$ cat src/rtl/decode_pkg.sv
// decode_pkg: shared definitions for the decode stage.
//   - instruction class codes and fetch jump-request codes
//   - FSM state encoding
//   - bit positions of the 16-bit instruction word fields
//   - fields_t: the extracted fields handed from decode_fields to decode
//   - branch_je(): maps a legal branch opcode (0..3) to its jump code (1..4)
package decode_pkg;

  typedef enum logic [1:0] {
    CLS_ALU  = 2'b00,
    CLS_BR   = 2'b01,
    CLS_MEM  = 2'b10,
    CLS_MISC = 2'b11
  } cls_e;

  typedef enum logic [2:0] {
    JE_NONE = 3'd0,
    JE_REL  = 3'd1,
    JE_ABS  = 3'd2,
    JE_AL   = 3'd3,
    JE_BAL  = 3'd4
  } je_e;

  typedef enum logic [2:0] {
    ST_PRIME,
    ST_RUN,
    ST_EXT,
    ST_JHOLD1,
    ST_JHOLD2
  } state_e;

  // Word field bit positions
  localparam int unsigned EXT_BIT = 15;
  localparam int unsigned CLS_HI  = 14;
  localparam int unsigned CLS_LO  = 13;
  localparam int unsigned OP_HI   = 12;
  localparam int unsigned OP_LO   = 9;
  localparam int unsigned RD_HI   = 8;
  localparam int unsigned RD_LO   = 6;
  localparam int unsigned RA_HI   = 5;
  localparam int unsigned RA_LO   = 3;
  localparam int unsigned RB_HI   = 2;
  localparam int unsigned RB_LO   = 0;
  localparam int unsigned PCC_HI  = 8;
  localparam int unsigned PCL_HI  = 5;

  typedef struct packed {
    logic [15:0] word;
    logic        ext;
    cls_e        cls;
    logic [3:0]  opcode;
    logic [2:0]  rd;
    logic [2:0]  ra;
    logic [2:0]  rb;
    logic [8:0]  pcchange;
    logic [5:0]  pclocation;
    logic [15:0] next;
  } fields_t;

  function automatic je_e branch_je(input logic [3:0] op);
    return je_e'({1'b0, op[1:0]} + 3'd1);
  endfunction

endpackage

$ cat src/rtl/decode_if.sv
// decode_if: decode -> execute result bundle.
//   valid   : result is a real instruction
//   cls     : instruction class
//   opcode  : 4-bit opcode
//   rd/ra/rb: register numbers, zero-extended to 6 bits
//   imm     : immediate (second word of an extended instruction, else 0)
//   illegal : illegal-instruction flag (meaningful only with valid)
// modport master drives the bundle (decode), slave receives it (execute).
interface decode_if;
  logic        valid;
  logic [1:0]  cls;
  logic [3:0]  opcode;
  logic [5:0]  rd;
  logic [5:0]  ra;
  logic [5:0]  rb;
  logic [15:0] imm;
  logic        illegal;

  modport master (output valid, cls, opcode, rd, ra, rb, imm, illegal);
  modport slave  (input  valid, cls, opcode, rd, ra, rb, imm, illegal);
endinterface

$ cat src/rtl/decode_fields.sv
// decode_fields: purely combinational field extraction for the decode stage.
//   i_fetch    : [31:16] current word, [15:0] next word
//   o_fields   : extracted fields of the current word plus the next word
//   o_br_jump  : current word is a branch with a jump opcode (0..3)
//   o_illegal  : illegal-instruction detect; only active when the build
//                defines DECODE_ILLEGAL_TRAP_EN, otherwise tied 0
module decode_fields
  import decode_pkg::*;
(
  input  logic [31:0] i_fetch,
  output fields_t     o_fields,
  output logic        o_br_jump,
  output logic        o_illegal
);

  logic [15:0] w_word;

  assign w_word = i_fetch[31:16];

  assign o_fields.word       = w_word;
  assign o_fields.ext        = w_word[EXT_BIT];
  assign o_fields.cls        = cls_e'(w_word[CLS_HI:CLS_LO]);
  assign o_fields.opcode     = w_word[OP_HI:OP_LO];
  assign o_fields.rd         = w_word[RD_HI:RD_LO];
  assign o_fields.ra         = w_word[RA_HI:RA_LO];
  assign o_fields.rb         = w_word[RB_HI:RB_LO];
  assign o_fields.pcchange   = w_word[PCC_HI:0];
  assign o_fields.pclocation = w_word[PCL_HI:0];
  assign o_fields.next       = i_fetch[15:0];

  assign o_br_jump = (o_fields.cls == CLS_BR) && (o_fields.opcode[3:2] == 2'b00);

`ifdef DECODE_ILLEGAL_TRAP_EN
  // Branch opcodes 4..15 and misc opcodes 8..15 have no defined meaning.
  assign o_illegal = ((o_fields.cls == CLS_BR)   && (o_fields.opcode[3:2] != 2'b00)) ||
                     ((o_fields.cls == CLS_MISC) &&  o_fields.opcode[3]);
`else
  assign o_illegal = 1'b0;
`endif

endmodule

$ cat src/rtl/decode.sv
// decode: instruction decode stage between fetch and execute.
// Ports:
//   clock        : single clock, rising edge
//   reset        : synchronous, active-high
//   fetchoutput  : [31:16] current word, [15:0] next word from fetch
//   pcjumpenable : jump request to fetch (0 none, 1 rel, 2 abs, 3 abs+link, 4 rel+link)
//   pcchange     : relative jump offset (word bits [8:0])
//   pclocation   : absolute jump target (word bits [5:0])
//   flush        : zero the fetch stage's current-word register
//   ex           : decode_if.master result bundle to execute
// Build option: DECODE_ILLEGAL_TRAP_EN enables illegal-instruction flagging.
// All outputs are registered; a decode result appears one cycle after the
// word is sampled.
module decode
  import decode_pkg::*;
(
  input  logic        clock,
  input  logic        reset,
  input  logic [31:0] fetchoutput,
  output logic [2:0]  pcjumpenable,
  output logic [8:0]  pcchange,
  output logic [5:0]  pclocation,
  output logic        flush,
  decode_if.master    ex
);

  fields_t w_f;
  logic    w_br_jump;
  logic    w_illegal;

  decode_fields u_fields (
    .i_fetch   (fetchoutput),
    .o_fields  (w_f),
    .o_br_jump (w_br_jump),
    .o_illegal (w_illegal)
  );

  state_e      r_state;
  logic        r_prime_cnt;
  je_e         r_pje;
  logic [8:0]  r_pcchange;
  logic [5:0]  r_pclocation;
  logic        r_flush;
  logic        r_valid;
  logic [1:0]  r_cls;
  logic [3:0]  r_opcode;
  logic [5:0]  r_rd;
  logic [5:0]  r_ra;
  logic [5:0]  r_rb;
  logic [15:0] r_imm;
  logic        r_illegal;

  always_ff @(posedge clock) begin
    if (reset) begin
      r_state      <= ST_PRIME;
      r_prime_cnt  <= 1'b0;
      r_pje        <= JE_NONE;
      r_pcchange   <= '0;
      r_pclocation <= '0;
      r_flush      <= 1'b0;
      r_valid      <= 1'b0;
      r_cls        <= '0;
      r_opcode     <= '0;
      r_rd         <= '0;
      r_ra         <= '0;
      r_rb         <= '0;
      r_imm        <= '0;
      r_illegal    <= 1'b0;
    end else begin
      // Execute-side outputs describe only the word decoded at this edge;
      // every cycle without a fresh instruction presents an all-zero result.
      r_valid   <= 1'b0;
      r_cls     <= '0;
      r_opcode  <= '0;
      r_rd      <= '0;
      r_ra      <= '0;
      r_rb      <= '0;
      r_imm     <= '0;
      r_illegal <= 1'b0;
      r_flush   <= 1'b0;

      case (r_state)
        ST_PRIME: begin
          r_prime_cnt <= 1'b1;
          if (r_prime_cnt) r_state <= ST_RUN;
        end

        ST_RUN: begin
          if (w_f.word != 16'h0000) begin
            r_valid   <= 1'b1;
            r_cls     <= w_f.cls;
            r_opcode  <= w_f.opcode;
            r_rd      <= {3'b000, w_f.rd};
            r_ra      <= {3'b000, w_f.ra};
            r_rb      <= {3'b000, w_f.rb};
            r_illegal <= w_illegal;
            if (w_f.cls == CLS_BR) begin
              // Branches never consume a second word, even with ext set.
              if (w_br_jump) begin
                r_pje        <= branch_je(w_f.opcode);
                r_pcchange   <= w_f.pcchange;
                r_pclocation <= w_f.pclocation;
                r_state      <= ST_JHOLD1;
              end
            end else if (w_f.ext) begin
              r_imm   <= w_f.next;
              r_state <= ST_EXT;
            end
          end
        end

        ST_EXT: r_state <= ST_RUN;

        ST_JHOLD1: begin
          r_flush <= 1'b1;
          r_state <= ST_JHOLD2;
        end

        ST_JHOLD2: begin
          r_pje        <= JE_NONE;
          r_pcchange   <= '0;
          r_pclocation <= '0;
          r_state      <= ST_RUN;
        end

        default: r_state <= ST_PRIME;
      endcase
    end
  end

  assign pcjumpenable = r_pje;
  assign pcchange     = r_pcchange;
  assign pclocation   = r_pclocation;
  assign flush        = r_flush;

  assign ex.valid   = r_valid;
  assign ex.cls     = r_cls;
  assign ex.opcode  = r_opcode;
  assign ex.rd      = r_rd;
  assign ex.ra      = r_ra;
  assign ex.rb      = r_rb;
  assign ex.imm     = r_imm;
  assign ex.illegal = r_illegal;

endmodule

$ cat src/flat_wrapper.sv
// flat-port wrapper written by rule: the top's interface ports become plain ports
module decode_flat import decode_pkg::*;
  (clock, reset, fetchoutput, pcjumpenable, pcchange, pclocation, flush, ex_valid, ex_cls, ex_opcode, ex_rd, ex_ra, ex_rb, ex_imm, ex_illegal);
  decode_if ex_i ();
  input  logic clock;
  input  logic reset;
  input  logic [31:0] fetchoutput;
  output logic [2:0] pcjumpenable;
  output logic [8:0] pcchange;
  output logic [5:0] pclocation;
  output logic flush;
  output wire logic [$bits(ex_i.valid)-1:0] ex_valid;
  output wire logic [$bits(ex_i.cls)-1:0] ex_cls;
  output wire logic [$bits(ex_i.opcode)-1:0] ex_opcode;
  output wire logic [$bits(ex_i.rd)-1:0] ex_rd;
  output wire logic [$bits(ex_i.ra)-1:0] ex_ra;
  output wire logic [$bits(ex_i.rb)-1:0] ex_rb;
  output wire logic [$bits(ex_i.imm)-1:0] ex_imm;
  output wire logic [$bits(ex_i.illegal)-1:0] ex_illegal;
  assign ex_valid = ex_i.valid;
  assign ex_cls = ex_i.cls;
  assign ex_opcode = ex_i.opcode;
  assign ex_rd = ex_i.rd;
  assign ex_ra = ex_i.ra;
  assign ex_rb = ex_i.rb;
  assign ex_imm = ex_i.imm;
  assign ex_illegal = ex_i.illegal;
  decode u_core (.clock(clock), .reset(reset), .fetchoutput(fetchoutput), .pcjumpenable(pcjumpenable), .pcchange(pcchange), .pclocation(pclocation), .flush(flush), .ex(ex_i));
endmodule
$ cat config.mk
export PLATFORM = sky130hd
export DESIGN_NAME = decode_flat
export DESIGN_NICKNAME = d
export VERILOG_FILES = /design/src/rtl/decode_pkg.sv /design/src/rtl/decode_if.sv /design/src/rtl/decode_fields.sv /design/src/rtl/decode.sv /design/src/flat_wrapper.sv
export SDC_FILE = /design/constraint.sdc
export NUM_CORES = 1
export LEC_CHECK = 0
export CAP_MARGIN = 40
export CORE_MARGIN = 2
export CORE_UTILIZATION = 41
export CTS_BUF_LIST = sky130_fd_sc_hd__clkbuf_4
export DETAILED_ROUTE_END_ITERATION = 12
export GPL_ROUTABILITY_DRIVEN = 1
export MAX_ROUTING_LAYER = met4
export PLACE_DENSITY = 0.78
export SYNTH_ARGS = -nofsm -noshare
export SYNTH_HDL_FRONTEND = slang
export SYNTH_HIERARCHICAL = 1
export SYNTH_SLANG_ARGS = --single-unit
$ cat constraint.sdc
create_clock -name clock -period 2.1 [get_ports clock]
set_input_delay 0.63 -clock clock [delete_from_list [all_inputs] [get_ports clock]]
set_output_delay 0.63 -clock clock [all_outputs]
set_load 0.02 [all_outputs]
==> flow_summary_export.csv, run 1 <==
group,metric,value,unit
status,status,"finished, final reports clean",
place,dpl.cell_count,355,
drt,drt_first_pass_iters,4,
yosys,synth-cells-yosys,250,
critical_path,critPathRequiredTime,2.35,ns
final_layout,layout_top_cell,"sky130_fd_sc_hd__clkdlybuf4s50_1",
critical_path,timing.critical_path.slowest_stage_cell,"sky130_fd_sc_hd__clkdlybuf4s50_1",
global_route,grt_max_degree,19,
place,io_buffers,85,
critical_path,timing.setup.critical_path_class,"in2reg",
min_path,min_delay_path_depth,2,
clocking,post_cts_resized,5,
clocking,cts_tree,"built",
drt,avgViaCountPerCell,4.57,
yosys,ys_area,0.00249,mm2
critical_path,worst_path_maximum_fanout,7,
yosys,proportion_of_synthesized_chip_area_in_sequential_cells,45.0,%
critical_path,arrival,2.28,ns
yosys,post_synth_design_cell_area,0.00249,mm2
place,gp_congestion,0.812,
critical_path,critical-path-max-stage-delay,0.47,ns
min_path,timing.hold.worst.class,"reg2reg",
global_route,grt-ovfl-total,0,
clocking,cts.sinks,56,
timing,setup_tns,0,ns
clocking,cts.hold.buffers_added,0,
drt,drc,0,
yosys,ys_ff,56,
final_layout,design_area,0.00314,mm2
critical_path,path_cells,"clkdlybuf4s50_1 -> nor4b_2 -> nand3b_1 -> o2bb2ai_2 -> a21bo_4 -> buf_12 -> mux2i_1",
yosys,ff_type,"sky130_fd_sc_hd__dfxtp_1",
power,swShare,23.8,%
power,reported_sequential_group_power,0.00111,W
clocking,clock_tree.buffer_depth,2,
timing,timing_hold_violations_final,0,
timing,grt_setup_unrepaired,"no",
global_route,first_global_vias,1535,
-- run 1: per-layer routing --
metal | part of all wire [%] | vias to the layer above | GRT usage, %
met4 | 1.2 | 0 | 5.00
met3 | 5.7 | 4 | 3.63
met5 | 0 | - | -
met1 | 45 | 763 | 18.8
met2 | 48 | 63 | 24.1
li1 | - | 824 | -
-- run 1: worst paths after layout --
check	startpoint	to
max	fetchoutput[28]	u_core/pcchange[5]$_SDFFE_PP0P_
min	u_core/pcchange[6]$_SDFFE_PP0P_	u_core/pcchange[6]$_SDFFE_PP0P_
max reg2reg	u_core/r_state[2]$_SDFFE_PP0P_	u_core/pcchange[5]$_SDFFE_PP0P_
min reg2reg	u_core/pcchange[6]$_SDFFE_PP0P_	u_core/pcchange[6]$_SDFFE_PP0P_
-- run 1: cell type report --
class | count | area, um2
clock inverters | 1 | 30.0
inverters | 2 | 7.51
repair buffers | 105 | 1020
clock buffers | 5 | 37.5
fillers | 548 | 2740
well taps | 75 | 93.8
flip-flops and latches | 56 | 1120
multi-input cells | 118 | 833
-- run 1: cell usage after synthesis, drive strengths merged, types with 2 or more instances --
cell type  number
nor4            6
and3            9
dfxtp          56
mux2i           8
conb            2
o21ai           2
nand2b          9
a21oi           2
and2           33
buf            78
a32o           10
nor2            3
nor4b           3
clkbuf          5
nand2          10
nor3            3
-- run 1: tightest hold or removal path, delay by kind of cell, from the launching register on --
kind          cells  cell delay [ns]
flops             1             0.34
mux               1             0.06
simple gates      1             0.06
-- run 1: kinds of logic after synthesis --
group           count (synthesis)  synth area share, %
other cells                     2                0.301
flops                          56                 45.0
fa+ha+maj                       1                0.502
compound gates                 18                 6.37
buf+inv                        85                 24.8
mux                             8                 3.21
simple gates                   80                 19.9
### M3 wires, run 1

Scale bar: 20 um.
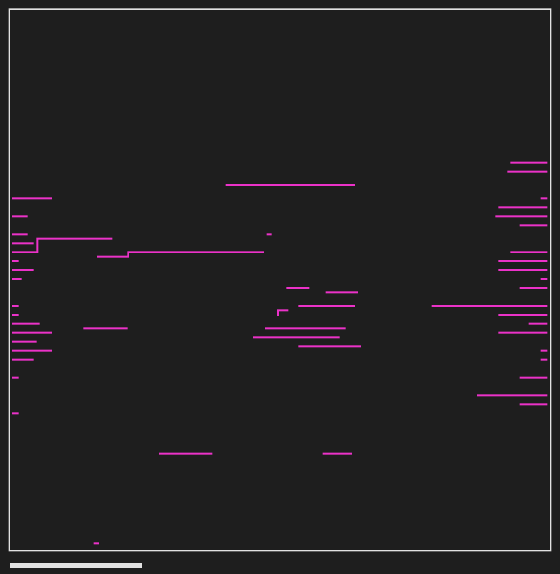
wire length on this layer: 284 um
longest straight run: 20.5 um
Routed WL: 5000 um
met3 track demand over resource: 3.63%
Via Count: 1654

### Routed metal per tile, run 1

Scale bar: 20 um. The die is cut into 16 by 16 equal tiles; dark blue is low, red is high, scaled to the fullest tile. Values are wire area over tile area, all layers added.
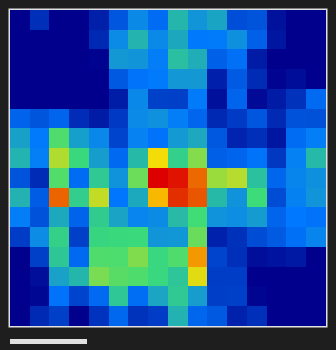
tiles over half the peak: 11%
nearly empty tiles: 19%
fullest tile: 0.49
mean over tiles: 0.12
Wirelength per Cell: 13.8 um
gr usage total: 15.1%

### The metal 1 layer, run 1

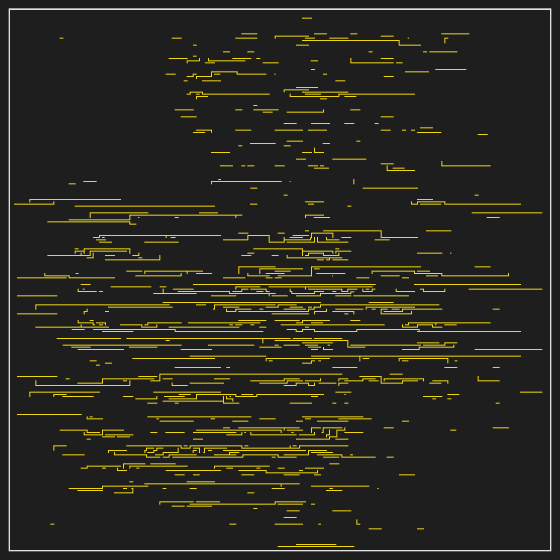
longest straight run: 31.7 um
wire length on this layer: 2240 um
nets with wire on the layer: 281
main direction: horizontal
share of all routed wire: 45%

--- run 2 (diff from run 1) ---
- SKIP_LAST_GASP: default -> 1
### M3 wires, run 2

Scale bar: 20 um.
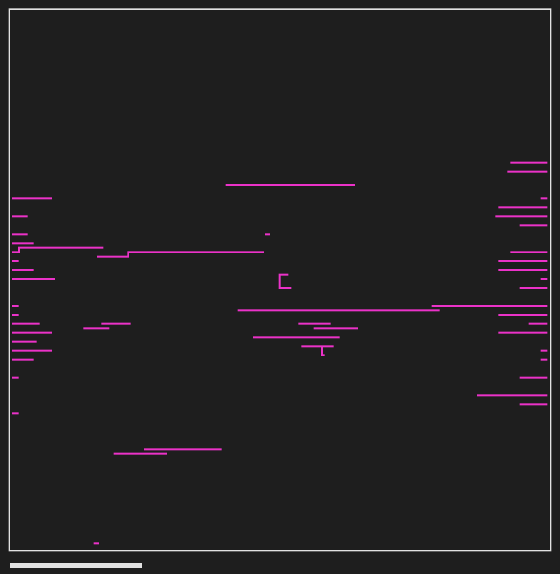
Routed WL: 4860 um
Via Count: 1641

==> flow_summary_export.csv, run 2 <==
group,metric,value,unit
global_route,first_global_vias,1514,
global_route,grt-ovfl-total,0,
final_layout,nFillCells,551,
yosys,proportion_of_synthesized_chip_area_in_sequential_cells,45.0,%
status,status,"finished, final reports clean",
final_layout,final.clkbuf_count,5,
yosys,synth_xor_xnor_area_share,0,%
drt,drc,0,
timing,timing_hold_violations_final,0,
floorplan,tapCellCount,75,
yosys,ys_ff,56,
final_layout,layout.nonclk_buf_share,32.5,%
final_layout,logic_area,826,um2
final_layout,multi_input_combinational_gate_total,118,
drt,wl_per_cell,13.4,um
yosys,synth.cells.most_frequent,"sky130_fd_sc_hd__buf_4, sky130_fd_sc_hd__dfxtp_1, sky130_fd_sc_hd__and2_1",
clocking,cts_tree,"built",
yosys,ys_area,0.00249,mm2
final_layout,number_of_sequential_cells,56,
drt,avgViaCountPerCell,4.53,
critical_path,timing.setup.critical_path_class,"in2reg",
clocking,cts.sinks,56,
final_layout,area.share.sequential,35.8,%
yosys,synthTopLogicFamily,"buffers and inverters",
power,reported_sequential_group_power,0.00111,W
critical_path,worst_path_maximum_fanout,7,
drt,drt_first_pass_iters,4,
final_layout,layout_top_cell,"sky130_fd_sc_hd__clkdlybuf4s50_1",
yosys,compound_cell_area_share_of_the_yosys_netlist,6.37,%
yosys,ff_type,"sky130_fd_sc_hd__dfxtp_1",
min_path,timing.hold.worst.class,"reg2reg",
power,swShare,23.7,%
clocking,cts.hold.buffers_added,0,
place,io_buffers,85,
clocking,clock_tree.buffer_depth,2,
final_layout,buffer_count_excluding_the_clock_tree_in_the_final_layout,105,
global_route,grt_max_degree,19,
critical_path,critPathRequiredTime,2.38,ns
final_layout,area_share_clock_buf_inv,2.16,%
final_layout,largest_class,"sequential cells",
final_layout,regArea,0.00112,mm2
timing,setup_tns,0,ns
critical_path,path_cells,"clkdlybuf4s50_1 -> nor4_2 -> and4_2 -> a21bo_4 -> buf_12 -> mux2i_1",
critical_path,timing.critical_path.slowest_stage_cell,"sky130_fd_sc_hd__clkdlybuf4s50_1",
final_layout,logic_gate_fraction_of_the_total_cell_area,26.3,%
-- run 2: per-stage QoR --
stage / hold WS [ns] / area (um2) / worst slack [ns] / std cells
after global routing: 0.523 / 3130 / -0.0273 / 362
final: 0.490 / 3130 / 0.0664 / 362
after CTS: 0.495 / 3100 / -0.0151 / 361
after global placement: 0.453 / 3010 / -0.596 / 354
after detailed placement: 0.469 / 3020 / -0.618 / 355
after floorplan: 0.441 / 2520 / 0.116 / 258
-- run 2: final timing paths --
check,endpoint,from,slack (ns),cells after the start
setup / recovery,u_core/pcchange[5]$_SDFFE_PP0P_,fetchoutput[18],0.07,6
hold / removal,u_core/pcchange[6]$_SDFFE_PP0P_,u_core/pcchange[6]$_SDFFE_PP0P_,0.49,2
setup reg to reg,u_core/pcchange[5]$_SDFFE_PP0P_,u_core/r_state[0]$_SDFFE_PP0P_,0.36,5
hold reg to reg,u_core/pcchange[6]$_SDFFE_PP0P_,u_core/pcchange[6]$_SDFFE_PP0P_,0.49,2
-- run 2: cells by family (layout without fill, tap and decap cells) --
group,Yosys count,after routing
multiplexers,8,8
adder cells (fa/ha/maj),1,1
buffers and inverters,85,113
other,2,10
AND/OR/NAND/NOR,80,80
AND-OR/OR-AND,18,19
flip-flops,56,56
-- run 2: routing by layer --
| metal | GRT usage [%] | up-vias | part of all wire, % |
|---|---|---|---|
| met5 | - | - | 0 |
| met4 | 5.00 | 0 | 1.2 |
| met3 | 3.63 | 4 | 6.3 |
| met2 | 23.4 | 67 | 48 |
| met1 | 18.4 | 752 | 45 |
| li1 | - | 818 | - |
-- run 2: what timing repair did --
item	in CTS	in global routing
setup endpoints to repair	18	27
resized	4	5
gates cloned	0	1
pin swaps	0	1
--- run 3 (diff from run 2) ---
- ABC_AREA: default -> 1
- CORE_UTILIZATION: 41 -> 42
### M3 wires, run 3

Scale bar: 20 um.
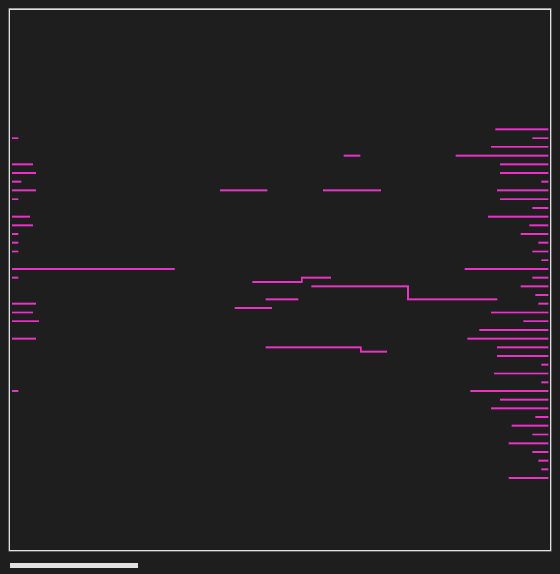
met3 track demand over resource: 4.23%
Via Count: 2047
Routed WL: 5010 um

==> flow_summary_export.csv, run 3 <==
group,metric,value,unit
status,status,"finished, final reports clean",
clocking,post_cts_resized,0,
timing,setup_ws,0.101,ns
place,placement.setup.worst_slack,-0.123,ns
timing,grt_setup_unrepaired,"no",
global_route,globalRouteMet2Util,25.0,%
timing,timing_hold_violations_final,0,
yosys,ys_area,0.00271,mm2
floorplan,fp_util,43.1,%
yosys,ys_ff,56,
yosys,post_synth_design_cell_area,0.00271,mm2
timing,setup_tns,0,ns
critical_path,timing.setup.critical_path_class,"reg2out",
min_path,min_delay_path_depth,2,
clocking,cts.hold.buffers_added,0,
clocking,cts_tree,"built",
timing,hold-worst-slack,0.499,ns
critical_path,timing.critical_path.slowest_stage_cell,"sky130_fd_sc_hd__clkdlybuf4s50_1",
drt,met3_wl_post_dr,372,um
drt,wl_per_cell,10.3,um
yosys,ff_type,"sky130_fd_sc_hd__dfxtp_1",
global_route,grt_usage,14.9,%
critical_path,reg2reg_to,"u_core/pcchange[0]$_SDFFE_PP0P_",
critical_path,arrival,1.37,ns
global_route,busiest_layer,"met2",
global_route,first_global_vias,1934,
clocking,cts.sinks,56,
min_path,worstHoldStart,"u_core/pcchange[4]$_SDFFE_PP0P_",
drt,avgViaCountPerCell,4.20,
critical_path,rr_startpoint,"u_core/r_state[0]$_SDFFE_PP0P_",
place,placed_area,0.00330,mm2
drt,drc,0,
critical_path,critPathRequiredTime,1.47,ns
critical_path,critical-path-max-stage-delay,0.64,ns
global_route,grt-ovfl-total,0,
global_route,grt.met1_usage,17.3,%
min_path,hold-path-endpoint,"u_core/pcchange[4]$_SDFFE_PP0P_",
final_layout,layout_top_cell,"sky130_fd_sc_hd__clkdlybuf4s50_1",
yosys,ys_warn_count,6,
critical_path,reg2reg_slack,0.62,ns
global_route,grt_max_degree,22,
critical_path,timing.reg2reg.worst_path_depth,9,
critical_path,path_cells,"clkdlybuf4s50_1",
place,gp_congestion,0.805,
min_path,timing.hold.worst.class,"reg2reg",
critical_path,worst_path_maximum_fanout,2,
-- run 3: area by class of cell --
cell class / count / area (um2)
Sequential cell: 56 / 1120
Multi-Input combinational cell: 182 / 796
Fill cell: 590 / 2880
Clock buffer: 5 / 37.5
Tap cell: 77 / 96.3
Inverter: 55 / 206
Timing Repair Buffer: 110 / 1080
Clock inverter: 2 / 60.1
-- run 3: cell families after synthesis --
| kind of cell | count (synthesis) | share of synthesized area, % |
|---|---|---|
| DFF | 56 | 41.4 |
| and+or+nand+nor | 155 | 24.2 |
| AOI/OAI and AO/OA | 16 | 3.38 |
| other | 2 | 0.278 |
| buffers and inverters | 136 | 30.2 |
| adders and majority gates | 1 | 0.462 |
-- run 3: where the power goes --
part / total [W] / internal, W / switching, W / leakage, nW
combinational: 0.000501 / 0.000239 / 0.000262 / 1.11
sequential: 0.00115 / 0.00112 / 0.0000275 / 0.455
clock: 0.000677 / 0.000365 / 0.000313 / 0.0513
-- run 3: through the flow --
step                power, W  util (%)  std cells
finish               0.00233      54.1        487
global route         0.00245      54.1        487
CTS                  0.00236      54.1        487
detailed placement   0.00168      52.5        480
global placement     0.00167      52.5        480
floorplan            0.00153         -        374
-- run 3: worst max-delay path by stage --
stage                                    startpoint                                   to  slack, ns  cells after the start
finish              u_core/pcchange[6]$_SDFFE_PP0P_                          pcchange[6]       0.10                      1
detailed placement                  fetchoutput[28]  u_core/pcjumpenable[2]$_SDFFE_PP0P_      -0.12                      8
CTS                 u_core/pcchange[7]$_SDFFE_PP0P_                          pcchange[7]       0.09                      1
global route        u_core/pcchange[7]$_SDFFE_PP0P_                          pcchange[7]       0.04                      1
floorplan                           fetchoutput[30]      u_core/pcchange[6]$_SDFFE_PP0P_       0.33                      8
global placement                    fetchoutput[28]      u_core/pcchange[6]$_SDFFE_PP0P_      -0.07                      8

==> screenshots <==
The clock network.
image #1
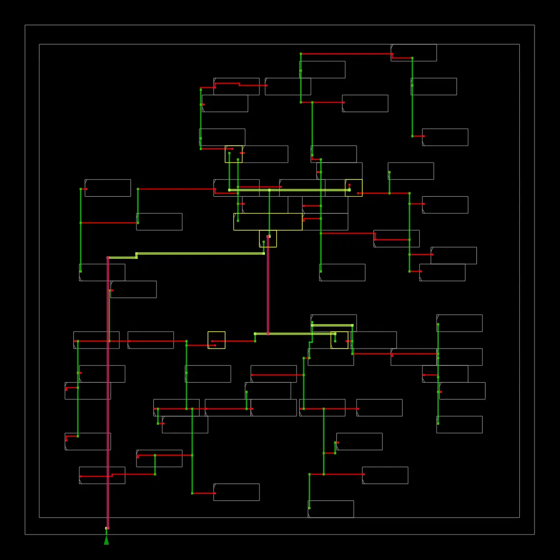
image #2
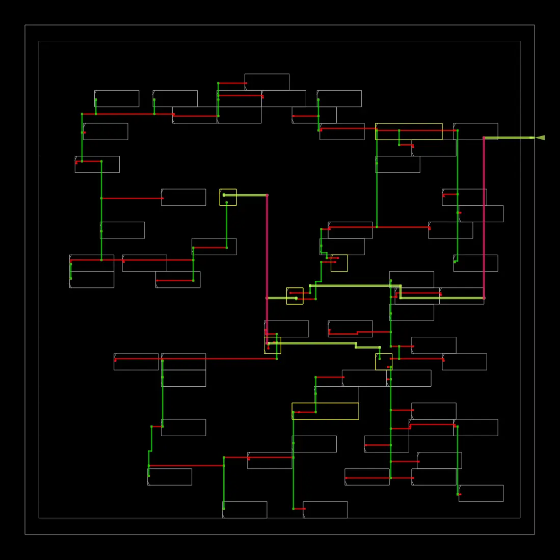
- image #2 = run 3
- image #1 = run 2

Power is estimated from default activity; no workload was simulated.
